Cell placement:
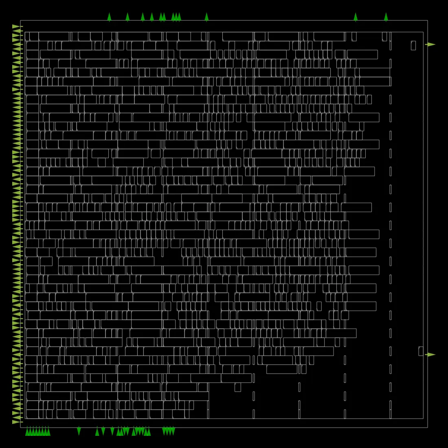
Pin placement:
(4 px per µm) Pins as bars across the die edge, other pins in gray.
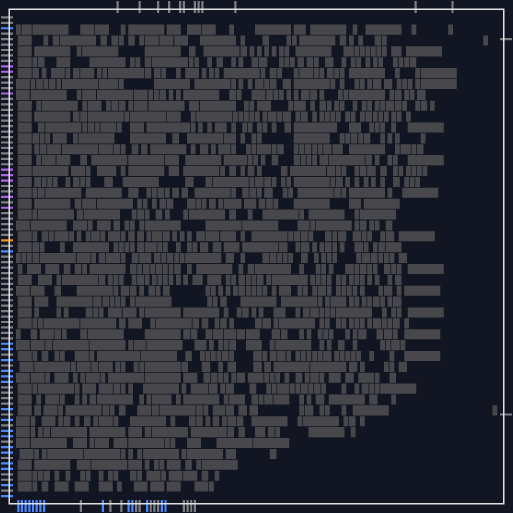
## src/rtl/flash_op_sequencer_pkg.sv

```systemverilog
// Shared flash macro codes, SPI opcodes and sequencer state encoding.
// Also imported by the top-level macro state machine.
package flash_op_sequencer_pkg;

  localparam logic [3:0] FlashERS4kB = 4'hA;
  localparam logic [3:0] FlashRdID   = 4'hB;
  localparam logic [3:0] FlashWrPg   = 4'hC;
  localparam logic [3:0] FlashRdPg   = 4'hD;
  localparam logic [3:0] FlashRdSR   = 4'hE;
  localparam logic [3:0] FlashRdFR   = 4'hF;

  localparam logic [7:0] OP_WREN = 8'h06;
  localparam logic [7:0] OP_SE4K = 8'h20;
  localparam logic [7:0] OP_PP   = 8'h02;
  localparam logic [7:0] OP_RDSR = 8'h05;
  localparam logic [7:0] OP_RDID = 8'h9F;

  localparam logic [3:0] ST_IDLE   = 4'd0;
  localparam logic [3:0] ST_WREN   = 4'd1;
  localparam logic [3:0] ST_WREN_W = 4'd2;
  localparam logic [3:0] ST_OP     = 4'd3;
  localparam logic [3:0] ST_OP_W   = 4'd4;
  localparam logic [3:0] ST_GAP    = 4'd5;
  localparam logic [3:0] ST_POLL   = 4'd6;
  localparam logic [3:0] ST_POLL_W = 4'd7;
  localparam logic [3:0] ST_FIN    = 4'd8;

  function automatic logic needs_wren(input logic [3:0] code);
    return (code == FlashERS4kB) || (code == FlashWrPg);
  endfunction

endpackage

```

## src/rtl/flash_op_sequencer.sv

```systemverilog
// Expands one flash macro command into WREN / main opcode / RDSR poll
// transactions on the SPI command engine and reports a single done pulse.
module flash_op_sequencer
  import flash_op_sequencer_pkg::*;
#(
  parameter int POLL_GAP    = 64,
  parameter int TIMEOUT_CYC = 50_000_000,
  parameter int PAGE_BYTES  = 256
) (
  input  logic        clk,
  input  logic        rst_n,
  input  logic [3:0]  macro_states,
  input  logic        macro_states_valid,
  input  logic [31:0] addr_reg,
  output logic        flash_done,
  output logic        flash_err,
  output logic        busy,
  output logic [7:0]  sr_value,
  output logic [23:0] id_value,
  output logic        cmd_valid,
  input  logic        cmd_ready,
  output logic [7:0]  cmd_opcode,
  output logic        cmd_has_addr,
  output logic [23:0] cmd_addr,
  output logic [8:0]  cmd_len,
  output logic        cmd_rd,
  input  logic        cmd_done,
  input  logic [7:0]  rd_byte,
  input  logic        rd_byte_valid
);

  localparam logic [31:0] GAP_LIM = 32'(POLL_GAP);
  localparam logic [31:0] TO_LIM  = 32'(TIMEOUT_CYC);
  localparam logic [8:0]  PP_LEN  = 9'(PAGE_BYTES);

  logic [3:0]  state;
  logic [3:0]  state_d;
  logic [3:0]  code_q;
  logic [23:0] addr_q;
  logic        pend;
  logic        err_q;
  logic [7:0]  sr_q;
  logic [23:0] id_q;
  logic [31:0] gap_cnt;
  logic [31:0] to_cnt;
  logic        accept;
  logic        gap_done;
  logic        to_hit;
  logic        sr_wip;
  logic        err_set;
  logic        unused_ok;

  // pend gives the accepted code one cycle to settle before dispatch
  assign accept    = macro_states_valid && (state == ST_IDLE) && !pend;
  assign gap_done  = (gap_cnt + 32'd1) >= GAP_LIM;
  assign to_hit    = (to_cnt + 32'd1) >= TO_LIM;
  assign sr_wip    = rd_byte_valid ? rd_byte[0] : sr_q[0];
  assign unused_ok = ^addr_reg[31:24];

  always_comb begin
    state_d = state;
    err_set = 1'b0;
    case (state)
      ST_IDLE: begin
        if (pend) begin
          if (needs_wren(code_q)) begin
            state_d = ST_WREN;
          end else if (code_q == FlashRdID) begin
            state_d = ST_OP;
          end else if (code_q == FlashRdSR) begin
            state_d = ST_POLL;
          end else begin
            state_d = ST_FIN;
            err_set = 1'b1;
          end
        end
      end
      ST_WREN:   if (cmd_ready) state_d = ST_WREN_W;
      ST_WREN_W: if (cmd_done)  state_d = ST_OP;
      ST_OP:     if (cmd_ready) state_d = ST_OP_W;
      ST_OP_W: begin
        if (cmd_done) state_d = (code_q == FlashRdID) ? ST_FIN : ST_GAP;
      end
      ST_GAP: begin
        if (gap_done) begin
          if (to_hit) begin
            state_d = ST_FIN;
            err_set = 1'b1;
          end else begin
            state_d = ST_POLL;
          end
        end
      end
      ST_POLL: if (cmd_ready) state_d = ST_POLL_W;
      ST_POLL_W: begin
        // a plain status read never loops on WIP
        if (cmd_done) begin
          if ((code_q == FlashRdSR) || !sr_wip) begin
            state_d = ST_FIN;
          end else if (to_hit) begin
            state_d = ST_FIN;
            err_set = 1'b1;
          end else begin
            state_d = ST_GAP;
          end
        end
      end
      ST_FIN:  state_d = ST_IDLE;
      default: state_d = ST_IDLE;
    endcase
  end

  always_ff @(posedge clk or negedge rst_n) begin
    if (!rst_n) begin
      state   <= ST_IDLE;
      code_q  <= 4'h0;
      addr_q  <= 24'h0;
      pend    <= 1'b0;
      err_q   <= 1'b0;
      sr_q    <= 8'h00;
      id_q    <= 24'h0;
      gap_cnt <= 32'd0;
      to_cnt  <= 32'd0;
    end else begin
      state <= state_d;
      pend  <= accept;
      if (accept) begin
        code_q <= macro_states;
        addr_q <= addr_reg[23:0];
      end
      if (accept) begin
        err_q <= 1'b0;
      end else if (err_set) begin
        err_q <= 1'b1;
      end
      gap_cnt <= (state == ST_GAP) ? gap_cnt + 32'd1 : 32'd0;
      if (accept || ((state == ST_OP_W) && cmd_done)) begin
        to_cnt <= 32'd0;
      end else if ((state == ST_GAP) || (state == ST_POLL) || (state == ST_POLL_W)) begin
        to_cnt <= to_cnt + 32'd1;
      end
      if ((state == ST_POLL_W) && rd_byte_valid) begin
        sr_q <= rd_byte;
      end
      if ((state == ST_OP_W) && (code_q == FlashRdID) && rd_byte_valid) begin
        id_q <= {id_q[15:0], rd_byte};
      end
    end
  end

  // command fields are a pure function of state so they hold while valid
  always_comb begin
    cmd_opcode   = 8'h00;
    cmd_has_addr = 1'b0;
    cmd_addr     = 24'h0;
    cmd_len      = 9'd0;
    cmd_rd       = 1'b0;
    case (state)
      ST_WREN: cmd_opcode = OP_WREN;
      ST_OP: begin
        if (code_q == FlashERS4kB) begin
          cmd_opcode   = OP_SE4K;
          cmd_has_addr = 1'b1;
          cmd_addr     = addr_q;
        end else if (code_q == FlashWrPg) begin
          cmd_opcode   = OP_PP;
          cmd_has_addr = 1'b1;
          cmd_addr     = addr_q;
          cmd_len      = PP_LEN;
        end else if (code_q == FlashRdID) begin
          cmd_opcode = OP_RDID;
          cmd_len    = 9'd3;
          cmd_rd     = 1'b1;
        end
      end
      ST_POLL: begin
        cmd_opcode = OP_RDSR;
        cmd_len    = 9'd1;
        cmd_rd     = 1'b1;
      end
      default: ;
    endcase
  end

  assign cmd_valid  = (state == ST_WREN) || (state == ST_OP) || (state == ST_POLL);
  assign flash_done = (state == ST_FIN);
  assign flash_err  = err_q;
  assign busy       = pend || (state != ST_IDLE);
  assign sr_value   = sr_q;
  assign id_value   = id_q;

endmodule
```

## config.mk

```make
export PLATFORM = sky130hd
export DESIGN_NAME = flash_op_sequencer
export DESIGN_NICKNAME = d
export VERILOG_FILES = /design/src/rtl/flash_op_sequencer_pkg.sv /design/src/rtl/flash_op_sequencer.sv
export SDC_FILE = /design/constraint.sdc
export NUM_CORES = 1
export LEC_CHECK = 0
export ABC_AREA = 1
export CORE_UTILIZATION = 50
export CTS_CLUSTER_SIZE = 14
export DETAILED_ROUTE_END_ITERATION = 16
export PLACE_DENSITY = 0.84
export SLEW_MARGIN = 20
export SYNTH_ARGS = -nofsm -noshare
export SYNTH_HDL_FRONTEND = slang
export SYNTH_SLANG_ARGS = --single-unit
export TNS_END_PERCENT = 1
```

## constraint.sdc

```tcl
create_clock -name clk -period 6.12 [get_ports clk]
set_clock_uncertainty 0.15 [all_clocks]
set_input_delay 1.224 -clock clk [delete_from_list [all_inputs] [get_ports clk]]
set_output_delay 1.224 -clock clk [all_outputs]
set_load 0.03 [all_outputs]
```

==> impl_metrics.ini <==
; implementation run metrics
[global_route]
first_global_vias = 6700
grt_max_degree = 57
wire_length_of_the_first_global_routing_pass_mm = 31.5
track_usage_pct = 26.8

[clock_network]
max-clock-path-buffers = 2
clock.latency.late_pin_ns = 0.42
cts_post_setup_buffers_inserted = 0
cts_made_buffers = 17

[final_layout]
insertedDiodeCount = 0
area_delta_synth_final_pct = 25.6

[power]
cellLeakagePower_uw = 0.00410
clock_power_share_pct = 37.2
power.group.top = sequential cells

[timing]
maxClockFrequency_mhz = 232
finalMaxSlewViolations = 0
relSlewSlack_pct = 35.8
fin_tns_setup_ns = 0

[place]
finalWeightedCongestion = 0.906
post_dp_cell_area_um2 = 8590

[route]
vias = 7013
initialDrtViolationCount = 601

[synthesis]
yosys_aoi_share_pct = 9.86
simple_logic_cell_fraction_of_the_synthesized_area_pct = 34.8

[outcome]
result_of_the_run = completed

[job]
warnings = 34
## Picture notes: 'cell placement'
num rows: 43
non-filler instance count after layout: 1341
sequential fraction of total cell area: 35.2%
final design utilization: 65.5%

## Picture notes: 'pin placement'
rd_byte -> purple  # pins 8, direction input, edge west
addr_reg -> blue  # pins 32, direction input, edge 18 west, 14 south
macro_states_valid -> orange  # pins 1, direction input, edge west
all pins by edge = 89 west, 26 south, 12 north, 2 east

layer usage:
layer / track usage [%] / vias up
li1: - / 3472
met1: 35.8 / 3236
met4: 9.11 / 0
met3: 7.98 / 28
met2: 41.5 / 277
met5: 0 / -
worst paths after layout:
kind,startpoint,endpoint,slack (ns),cells after the start
worst min register to register,id_value[20],id_value[20],0.33,2
min in group asynchronous,rst_n,id_value[10],0.58,1
max in group asynchronous,rst_n,addr_q[3],4.22,2
worst max-delay path,code_q[0],cmd_len[0],1.81,7
worst min-delay path,id_value[20],id_value[20],0.33,2
worst max register to register,gap_cnt[0],state[1],3.40,13
logic make-up after synthesis:
kind of cell / Yosys count
buffers and inverters: 172
adders and majority gates: 2
DFF: 130
xor gates and xnor gates: 10
AOI/OAI and AO/OA: 138
other: 1
and+or+nand+nor: 584
muxes: 1
